Design f3m_addsub_ctrl, sky130hd; sources not shown.
Congestion heat map:
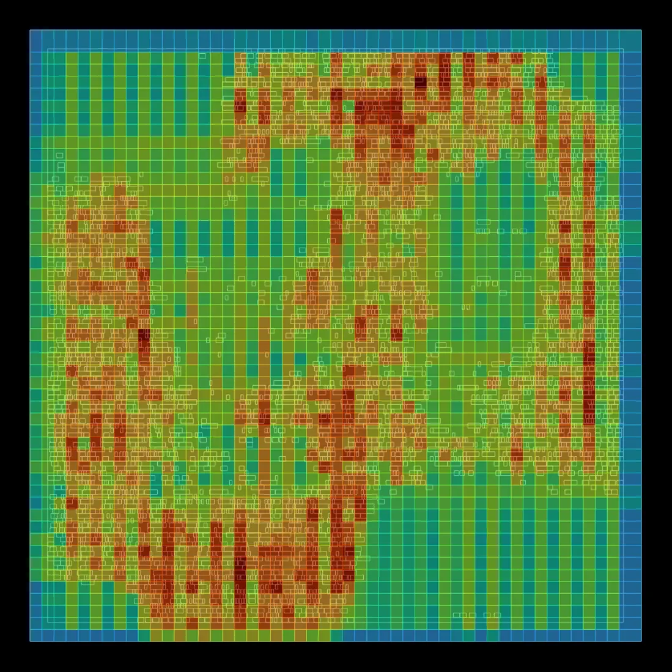
overall fraction of global-route tracks in use: 18.1%
detail-routed net length per standard cell: 20.9 um
met2 usage: 29.4%
GR peak layer: met2
met3 Usage GRT: 5.38%

Sequential cells coloured by netlist name:
(1 px per um) Other sequential cells in the stronger grey, the rest of the logic in the fainter grey.
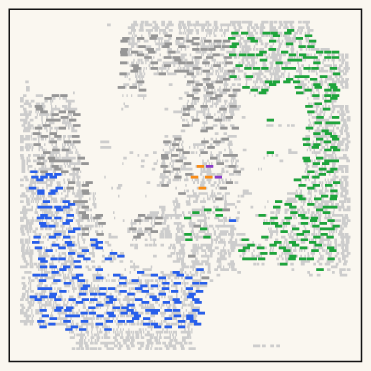
[state_q] purple | flops: 2
[b_q] blue | flops: 194
[cnt_q] orange | flops: 4 | where: centre
[res_q] green | flops: 208
not coloured: 199
sequential cell area share: 32.4%
utilization of the core after routing: 34.5%
area taken by flip-flops and latches: 12200 um2
Flop+latch power: 7.09 mW

A small window of the routed layout:
Region (163, 93) to (188, 118) um. Cells in grey, sequential cells in the stronger grey; small squares are vias.
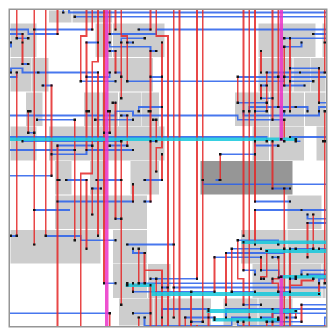
[M1] blue
[M4] magenta
[M3] cyan
[M2] red
most frequent: inv_1 (9), nor3b_1 (5), a22oi_1 (5)
sequential cells in the window: 1
cells with their middle in the window: 40

Ports around the boundary:
(1.5 px per um) Pins as bars across the die edge, other pins in grey.
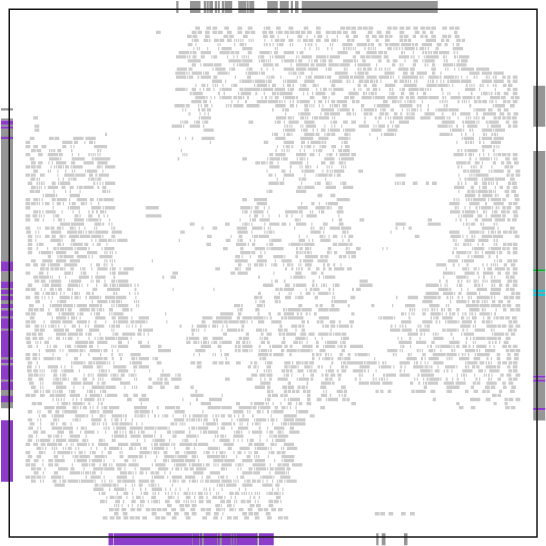
[op] cyan | pins: 2 | direction: input | edge: right
[B] purple | pins: 194 | direction: input | edge: 106 bottom, 85 left, 3 right
[done] green | pins: 1 | direction: output | edge: right
all pins by edge: 173 left, 152 right, 143 top, 122 bottom
# port buffers: 588
die y size: 351 um
Die X-Extent: 351 um

==> reports/notes.md <==
The cell with the most instances on the worst path was sky130_fd_sc_hd__clkbuf_1. The tool flagged a number of max-cap violations equal to 0. The main area contributors are sky130_fd_sc_hd__dfxtp_1 (44%), sky130_fd_sc_hd__nand2_1 (15%), sky130_fd_sc_hd__a311oi_1 (11%).

Post-CTS repair changed the size of 0 cells. Detailed routing inserted a total of 26600 vias. Synthesis inferred 607 register bits. The number of antenna violations at the first check in global routing was 43; the final instance area was 37500 um2. The script extracted a net switching power of 4.72 mW. The smallest clock period supported by the final layout is computed as 3510 ps. The tools report the count of nets left with antenna violations after detail routing as 0. Broken down by cell family, the worst path's largest delay share belongs to buffers and inverters.

Summed over all failing endpoints, the final setup total negative slack is 0 ps. Per the gpl log, the routability congestion estimate is 0.883. Yosys reports the multiplexer fraction of the synthesized area as 0.439%. The slew check shows that the tightest pin keeps a relative margin of 36.1%.

The layout summary lists the proportion of cells stronger than drive strength 1 as 11.2%. With the largest net degree at the start of global routing at 13, the arrival time at the worst endpoint is 4000 ps. The fraction of synthesis flops using an asynchronous set or reset pin works out to 0%. The final timing report lists clock skew as 22.4 ps.

The cell area after placement came out at 35000 um2. Summing the areas of all and, or, nand and nor instances in the mapped netlist gives 23.2% of the synthesized area. In this run the standard cell core region covers 109000 um2.

Hold buffer count at cts: 0. Per Yosys stat, the portion of area used by sequential elements is 44.4%. Note that the worst hold path type here is reg -> reg.

For the detailed-placement wirelength estimate, the log shows 94400 um. After synthesis, the largest family of logic cells by area is simple AND/OR/NAND/NOR gates. Per the skew report, the later register of the worst-skew pair sees a clock latency of 640 ps. Between the synthesized netlist and the finished layout, the area growth was recorded as 37.2%. The run gives 27400 um2 as the mapped cell area. The worst setup path is launched from an input port. TritonCTS reports the number of clock sinks as 607. Summed over all cells, the static leakage comes to 14.4 nW. 590 I/O pins were placed. For the area figure in the yosys stat output, the log shows 27400 um2.

Before CTS, the worst setup slack after placement is 254 ps. With the number of buffers created by CTS at 74, the detailed-route vias per instance is 4.72. The final report lists the setup-violating endpoint count as 0. The share of total power dissipated in the clock network is 44.1%. The worst hold path stage count is 2, and the reg2reg setup slack is 290 ps.

The synth_stat.txt file lists the number of cells as 3484. STA classifies the critical path endpoint as a flip-flop. The final layout report lists a filler cell count of 11500. The routed layout reports a DRC error count of 0. In the final report, the number of hold violations comes to 0. Counting flops with a built-in enable in the synthesized netlist gives 0. The register with the most flip-flops in the layout has 208 of them. Buffers added to address setup during post-CTS repair amount to 0. Internal power comes to 12.4 mW. The area of the die is 123000 um2, and the xor and xnor area share after synthesis is 0%.

Looking at area per cell type in the netlist, the leader is sky130_fd_sc_hd__dfxtp_1. The timing report lists the critical path depth as 7 cells. VDD sags by at most 0.277 mV. For reference, the final report shows the max-slew violation count at 0.

The via count of the first global-routing pass was 26800. Combinational logic is responsible for 14.4% of the overall power. The dominant cell by count in the synthesized netlist was sky130_fd_sc_hd__nand2_1. TritonCTS built the clock tree. The tools report the post-synthesis cell count as 3484. Summed over all combinational cells, the power is 2.47 mW. For the worst setup path, the data required time is 4280 ps.

Per the log, the first TritonRoute iteration ended with a DRC count of 1754. Looking at the max-slew report, the worst-margin pin has a slew of 959 ps. The tools report the root buffer cell as sky130_fd_sc_hd__clkbuf_16.

Yosys reports that the most numerous cell types are sky130_fd_sc_hd__nand2_1 (1117), sky130_fd_sc_hd__dfxtp_1 (607), sky130_fd_sc_hd__nor2_1 (403). The worst path buffer plus inverter count works out to 5. The signal on the critical path passes through dlygate4sd3_1 > nand2b_1 > clkbuf_1 > clkbuf_1 > clkbuf_1 > clkbuf_1 > a311oi_1. The reported clock group power was 7.53 mW. Counting the warning lines in the Yosys log gives 0. The detailed-routing iteration count for the pre-antenna-repair pass came out at 6. The flow ran to the end, and the final reports show no timing, DRC or antenna violations. Warnings raised by the tools during the run amount to 27. The worst register-to-register path has a depth of 14. Setup repair after global routing left no endpoint under its margin.

The fraction of post-synthesis cell area in the top cell type by area is 44.4%. Post-synth the commonest register cell is sky130_fd_sc_hd__dfxtp_1. Overall power consumption after layout is estimated at 17.1 mW. The average size of a mapped cell works out to 7.85 um2.

The clock passes through at most 3 buffers. The post-route worst setup slack was 278 ps; the ratio of total power to cell area was 455 nW/um2. With the switching portion of total power at 27.6%, the number of core rows is 121.

Per the timing report, the biggest fanout along the worst path comes to 10. After Yosys synthesis, full adders, half adders and majority gates account for 2.73% of the synthesized area. The biggest power consumer among the groups was the clock network. Of the total synthesized cell area, the portion taken by AND-OR and OR-AND cells is 18.0%. Once the floorplan was initialized, standard cells occupied 25.2% of the core. Clock-pin slew on the worst setup and hold paths: 60 ps. The tools report the sequential fraction of design power as 41.5%.

Category of the most critical setup path: in -> reg. According to the finish report, the design has a final net count of 4591. In the post-route report, total wirelength is listed as 118000 um.

The count of distinct cell types in the synthesized netlist is 40. The run gives 0.285 GHz for the highest attainable clock frequency. The clock H-tree reported by CTS has 3 levels. Post-synthesis net count: 3927.

For the wire length of the first global-routing pass, the log shows 170000 um. Final global-route overflow total: 0. The run gives 452 ps for the final-layout worst hold slack.

The worst path uses 92.7% of the clock period. Delay of the slowest critical-path stage: 700 ps. The critical path's slowest stage uses the library cell sky130_fd_sc_hd__clkbuf_1.
## layout make-up
type                       instances  area (um2)  share of cell area, %
sequential                       607       12200                   32.4
multi-input combinational       2341       12100                   32.2
timing repair buffer             588        5890                   15.7
buffer                           483        2790                   7.44
clock buffer                     108        2210                   5.89
tap                             1414        1770                   4.71
clock inverter                    25         377                   1.00
inverter                          53         199                  0.530
antenna                           19        47.5                  0.127
## cell usage in the layout, fill, tap and decap left out, drive strengths merged, types with 19 or more instances in the layout
cell type      netlist  layout
a311oi             357     357
dfxtp              607     607
a21oi              220     220
nor2               404     404
dlygate4sd3          0     198
buf                387     341
nor2b               24      24
ha                  34      34
diode                0      19
nand2             1117    1117
clkdlybuf4s50        0     390
nor3b               27      27
a22oi               36      36
inv                 53      57
clkbuf              96     250
## cells by family (layout without fill, tap and decap cells)
| family | after synthesis | after routing |
|---|---|---|
| buffers and inverters | 536 | 1257 |
| DFF | 607 | 607 |
| muxes | 12 | 12 |
| other | 0 | 19 |
| AOI/OAI and AO/OA | 661 | 661 |
| and+or+nand+nor | 1618 | 1618 |
| adders and majority gates | 50 | 50 |
## tightest hold or removal path, stage by stage, from the launching register on
cell and delay [ps]:
sky130_fd_sc_hd__dfxtp_1 310, sky130_fd_sc_hd__nand2_1 50, sky130_fd_sc_hd__a21oi_1 50
## per-stage QoR
stage          std cells  utilization (%)
6_report            5638             34.5
5_1_grt             5631             34.5
4_1_cts             5619             34.6
3_5_place_dp        5486             32.2
2_1_floorplan       3484                -
3_3_place_gp        5486             32.2
## routing by layer
layer  share of wire (%)  wire, um  track usage [%]  vias to the layer above
met3                 8.0      9410             5.38                      213
met5                0.19       221                0                        -
li1                    -         -                -                    13000
met1                  43     51000             22.8                    12500
met4                 2.9      3440             6.07                       38
met2                  46     53500             29.4                      911
Power and IR drop assume default switching activity.
